$ cat src/rtl/packs.sv
// Shared types and constants for the timer datapath BCD digits.
package packs;

  typedef logic [3:0] BCDnumber_t;

  localparam BCDnumber_t BCD_ZERO = 4'd0;
  localparam BCDnumber_t BCD_NINE = 4'd9;

endpackage

$ cat src/rtl/bcd_counter.sv
// Single-digit up/down BCD counter with same-cycle carry/borrow so digits chain
// by wiring overflow of one instance into tick of the next.
module bcd_counter
  import packs::*;
#(
  parameter BCDnumber_t MAX_VAL = BCD_NINE
) (
  input  logic       clk,
  input  logic       rst,
  input  logic       tick,
  input  logic       sign,
  output BCDnumber_t digit,
  output logic       overflow
);

  if (MAX_VAL == BCD_ZERO || MAX_VAL > BCD_NINE) begin : g_bad_max_val
    $error("bcd_counter: MAX_VAL must be in 1..9");
  end

  BCDnumber_t digit_q;
  BCDnumber_t digit_d;
  logic       at_max;
  logic       at_zero;
  logic       illegal;
  logic       overflow_d;

  assign at_max  = (digit_q == MAX_VAL);
  assign at_zero = (digit_q == BCD_ZERO);
  assign illegal = (digit_q > MAX_VAL);

  always_comb begin
    digit_d = digit_q;
    if (tick) begin
      // An upset value above MAX_VAL recovers to zero rather than counting on.
      if (illegal) begin
        digit_d = BCD_ZERO;
      end else begin
        unique case ({sign, at_max, at_zero})
          3'b000, 3'b001: digit_d = digit_q + 4'd1;
          3'b010:         digit_d = BCD_ZERO;
          3'b100, 3'b110: digit_d = digit_q - 4'd1;
          3'b101:         digit_d = MAX_VAL;
          default:        digit_d = digit_q;
        endcase
      end
    end
  end

  // Combinational so a cascaded digit sees its tick in the same cycle.
  always_comb begin
    overflow_d = 1'b0;
    if (rst && tick && !illegal) begin
      overflow_d = sign ? at_zero : at_max;
    end
  end

  always_ff @(posedge clk or negedge rst) begin
    if (!rst) begin
      digit_q <= BCD_ZERO;
    end else begin
      digit_q <= digit_d;
    end
  end

  assign digit    = digit_q;
  assign overflow = overflow_d;

endmodule

$ cat config.mk
export PLATFORM = sky130hd
export DESIGN_NAME = bcd_counter
export DESIGN_NICKNAME = d
export VERILOG_FILES = /design/src/rtl/packs.sv /design/src/rtl/bcd_counter.sv
export SDC_FILE = /design/constraint.sdc
export NUM_CORES = 1
export LEC_CHECK = 0
export CAP_MARGIN = 0
export CORE_AREA = 3 3 40 42
export DETAILED_ROUTE_END_ITERATION = 6
export DIE_AREA = 0 0 43 45
export PLACE_DENSITY = 0.58
export SLEW_MARGIN = 20
export SYNTH_ARGS = -nofsm -noshare
export SYNTH_HDL_FRONTEND = slang
export SYNTH_SLANG_ARGS = --single-unit
$ cat constraint.sdc
create_clock -name clk -period 2.2 [get_ports clk]
set_input_delay 0.44 -clock clk [delete_from_list [all_inputs] [get_ports clk]]
set_output_delay 0.44 -clock clk [all_outputs]
set_load 0.005 [all_outputs]
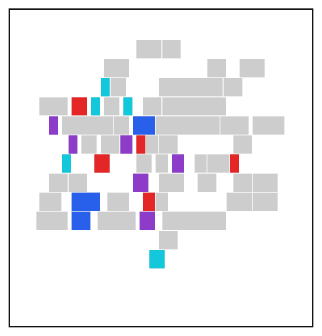
Fig. 1. Gate families picked out (run 1).
[AND-OR and OR-AND gates] blue | cells: 3
[NOR gates] red | cells: 5
[inverters] cyan | cells: 5 | most used: inv_1
[NAND gates] purple | cells: 6
post-route non-filler standard cell count: 75
combinational share of cell area: 44.0%
most used logic cell in the final layout: sky130_fd_sc_hd__buf_4

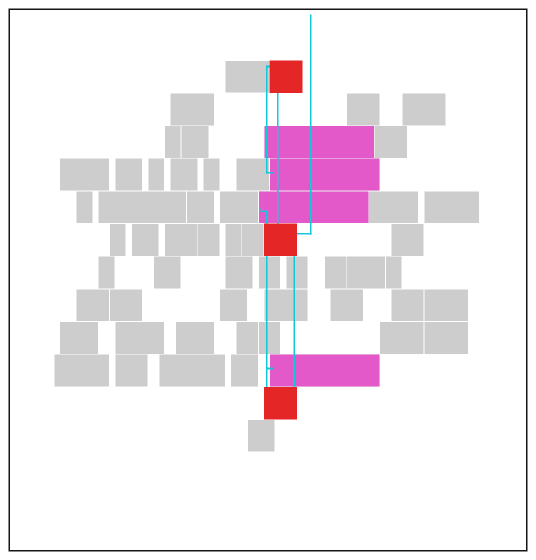
Fig. 2. Clock distribution (run 1).
[flip-flops] magenta | count: 4
[clock drivers] red | count: 3
[clock wires] cyan | length: 79.7 um
routed clock nets: 4
Max Clock Skew: 0.00367 ns
clock share of power: 12.2%

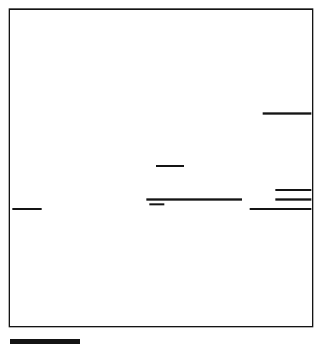
Fig. 3. Signal wires on met3 (run 1).
Bar = 10 um.
longest straight run: 13.3 um
main direction: horizontal
wire length on this layer: 47.6 um
nets with wire on the layer: 8
share of all routed wire: 5.4%
DR vias: 367
Global Route met3 Usage: 0.398%
total detailed-routing wirelength: 890 um

==> impl_table.tex <==
% Table of physical implementation metrics
\begin{tabular}{lr}
\hline
Metric & Value \\
\hline
\multicolumn{2}{l}{\textbf{Run status}} \\
\quad Outcome & finished, final reports clean \\
\multicolumn{2}{l}{\textbf{Worst setup path}} \\
\quad Minimum setup slack among reg-to-reg paths & 0.09 ns \\
\quad Critical Path Slowest Stage Cell & sky130\_fd\_sc\_hd\_\_or3\_4 \\
\quad Worst Setup End Kind & flop \\
\quad Worst Reg2Reg Path Length in Cells & 7 \\
\quad Classification of the worst setup path & flop to flop \\
\quad Worst path max stage delay & 0.42 ns \\
\multicolumn{2}{l}{\textbf{Floorplanning}} \\
\quad Total core area & 1280 um\^{}2 \\
\quad N\_taps & 15 \\
\quad Number of standard-cell rows in the floorplan & 13 \\
\quad Chip Height & 45 um \\
\quad Starting utilization of the core area & 29.5\% \\
\quad Number of placed I/O pins & 9 \\
\quad Horizontal die size & 43 um \\
\multicolumn{2}{l}{\textbf{Place}} \\
\quad Worst slack after detailed placement & -0.203 ns \\
\quad Number of cells in the design after placement & 72 \\
\quad Port Buffers & 8 \\
\quad Detailed Place HPWL & 705 um \\
\quad Placed standard-cell area & 517 um\^{}2 \\
\quad Routability-driven placement congestion ratio & 0.755 \\
\multicolumn{2}{l}{\textbf{Final timing}} \\
\quad Worst-margin pin slew & 0.372 ns \\
\quad Fraction of the cycle the final worst path needs & 95.9\% \\
\quad Fmax & 0.474 GHz \\
\quad Finish-stage setup viols & 0 \\
\quad Final total negative setup slack & 0 ns \\
\quad Final slew viol count & 0 \\
\quad Final worst slack & 0.0892 ns \\
\quad Final number of hold-violating endpoints & 0 \\
\quad Min Tclk post-route & 2.11 ns \\
\quad RSZ-0062 raised after global routing & false \\
\multicolumn{2}{l}{\textbf{Routing}} \\
\quad Average detailed-routed wire length per instance & 11.9 um \\
\quad Routed Antenna Nets & 0 \\
\quad Met1 layer wirelength in the final routing & 404 um \\
\quad Post-route DRC violation count & 0 \\
\quad Total iterations of the first detailed-routing run & 4 \\
\quad Via density per instance & 4.89 \\
\quad Routed wire length on met2 & 438 um \\
\quad Met3 wirelength from detailed routing & 47 um \\
\multicolumn{2}{l}{\textbf{Clock network}} \\
\quad Clock root buffer & sky130\_fd\_sc\_hd\_\_clkbuf\_4 \\
\quad Number of CTS-inserted buffers & 3 \\
\quad Number of levels in the clock H-tree & 1 \\
\quad Maximum count of clock buffers along a single path & 2 \\
\quad Clock net sink count & 4 \\
\quad Resized cells post-CTS & 3 \\
\quad Number of buffers inserted to repair setup after CTS & 0 \\
\multicolumn{2}{l}{\textbf{Global route}} \\
\quad Total GRT Usage & 10.0\% \\
\quad GR Util met1 & 12.2\% \\
\quad Routing layer with the top usage in global route & met2 \\
\quad Number of global-route vias before repair & 335 \\
\quad Maximum number of pins on one net before global-route repair & 11 \\
\quad Antenna violations before repair & 0 \\
\quad Residual overflow from global routing & 0 \\
\quad Met2 Resource Use GR & 15.3\% \\
\multicolumn{2}{l}{\textbf{Finish}} \\
\quad Number of non-clock inverters & 5 \\
\quad Fraction of area in registers & 18.4\% \\
\quad \# fillers & 146 \\
\quad Nets@finish & 68 \\
\quad Share of the core filled with cells in the final layout & 42.3\% \\
\quad Number of antenna cells inserted & 0 \\
\quad Flip-flop count of the largest register after layout & 4 \\
\quad \# clk buffers & 3 \\
\quad Share of final-layout standard cells stronger than drive strength 1 & 26.7\% \\
\quad Top Layout Cells & sky130\_fd\_sc\_hd\_\_buf\_4, sky130\_fd\_sc\_hd\_\_clkdlybuf4s50\_1, sky130\_fd\_sc\_hd\_\_inv\_1, sky130\_fd\_sc\_hd\_\_dfrtp\_1 \\
\quad Non-clock buffer instance count of the final layout & 16 \\
\quad Area added between synthesis and finish & 43.2\% \\
\quad Combinational Area & 239 um\^{}2 \\
\quad Clock distribution area overhead in the final layout & 4.15\% \\
\multicolumn{2}{l}{\textbf{Pwr}} \\
\quad PnR Total Power & 0.735 mW \\
\quad Cell internal power dissipation & 0.442 mW \\
\quad Part of the total power dissipated in combinational logic & 69.2\% \\
\quad Combinational cell power & 0.509 mW \\
\quad Reported net switching power & 0.294 mW \\
\quad Seq. pwr & 0.136 mW \\
\quad Pwr per Cell Area & 1350 nW/um\^{}2 \\
\quad IR drop worst, VDD & 474 uV \\
\multicolumn{2}{l}{\textbf{Logic synthesis}} \\
\quad Cell area after synthesis & 379 um\^{}2 \\
\quad Synth mux share & 5.61\% \\
\quad Most area-hungry cell type in the Yosys netlist & sky130\_fd\_sc\_hd\_\_dfrtp\_1 \\
\quad Count of different cell masters after synthesis & 29 \\
\quad Chip area estimate from yosys synthesis & 379 um\^{}2 \\
\quad Simple-gate portion of the synthesized area & 21.5\% \\
\quad Total nets after synthesis & 50 \\
\quad Largest logic family & AND-OR/OR-AND gates \\
\quad Top cell type's share of synthesized area & 26.4\% \\
\quad Flip-flops with a built-in enable & 0 \\
\quad Total cells reported by yosys after synthesis & 44 \\
\quad Synth Register Bits & 4 \\
\quad Average cell area after synthesis & 8.62 um\^{}2 \\
\quad Most common cell in the netlist & sky130\_fd\_sc\_hd\_\_inv\_1 \\
\quad Count of yosys warnings during synthesis & 0 \\
\quad Async SR Flop Fraction & 100\% \\
\multicolumn{2}{l}{\textbf{Hold path}} \\
\quad Hold Path Class & primary input to async pin \\
\hline
\end{tabular}
Power figures rest on the tool's default switching activity, not on a simulated workload.
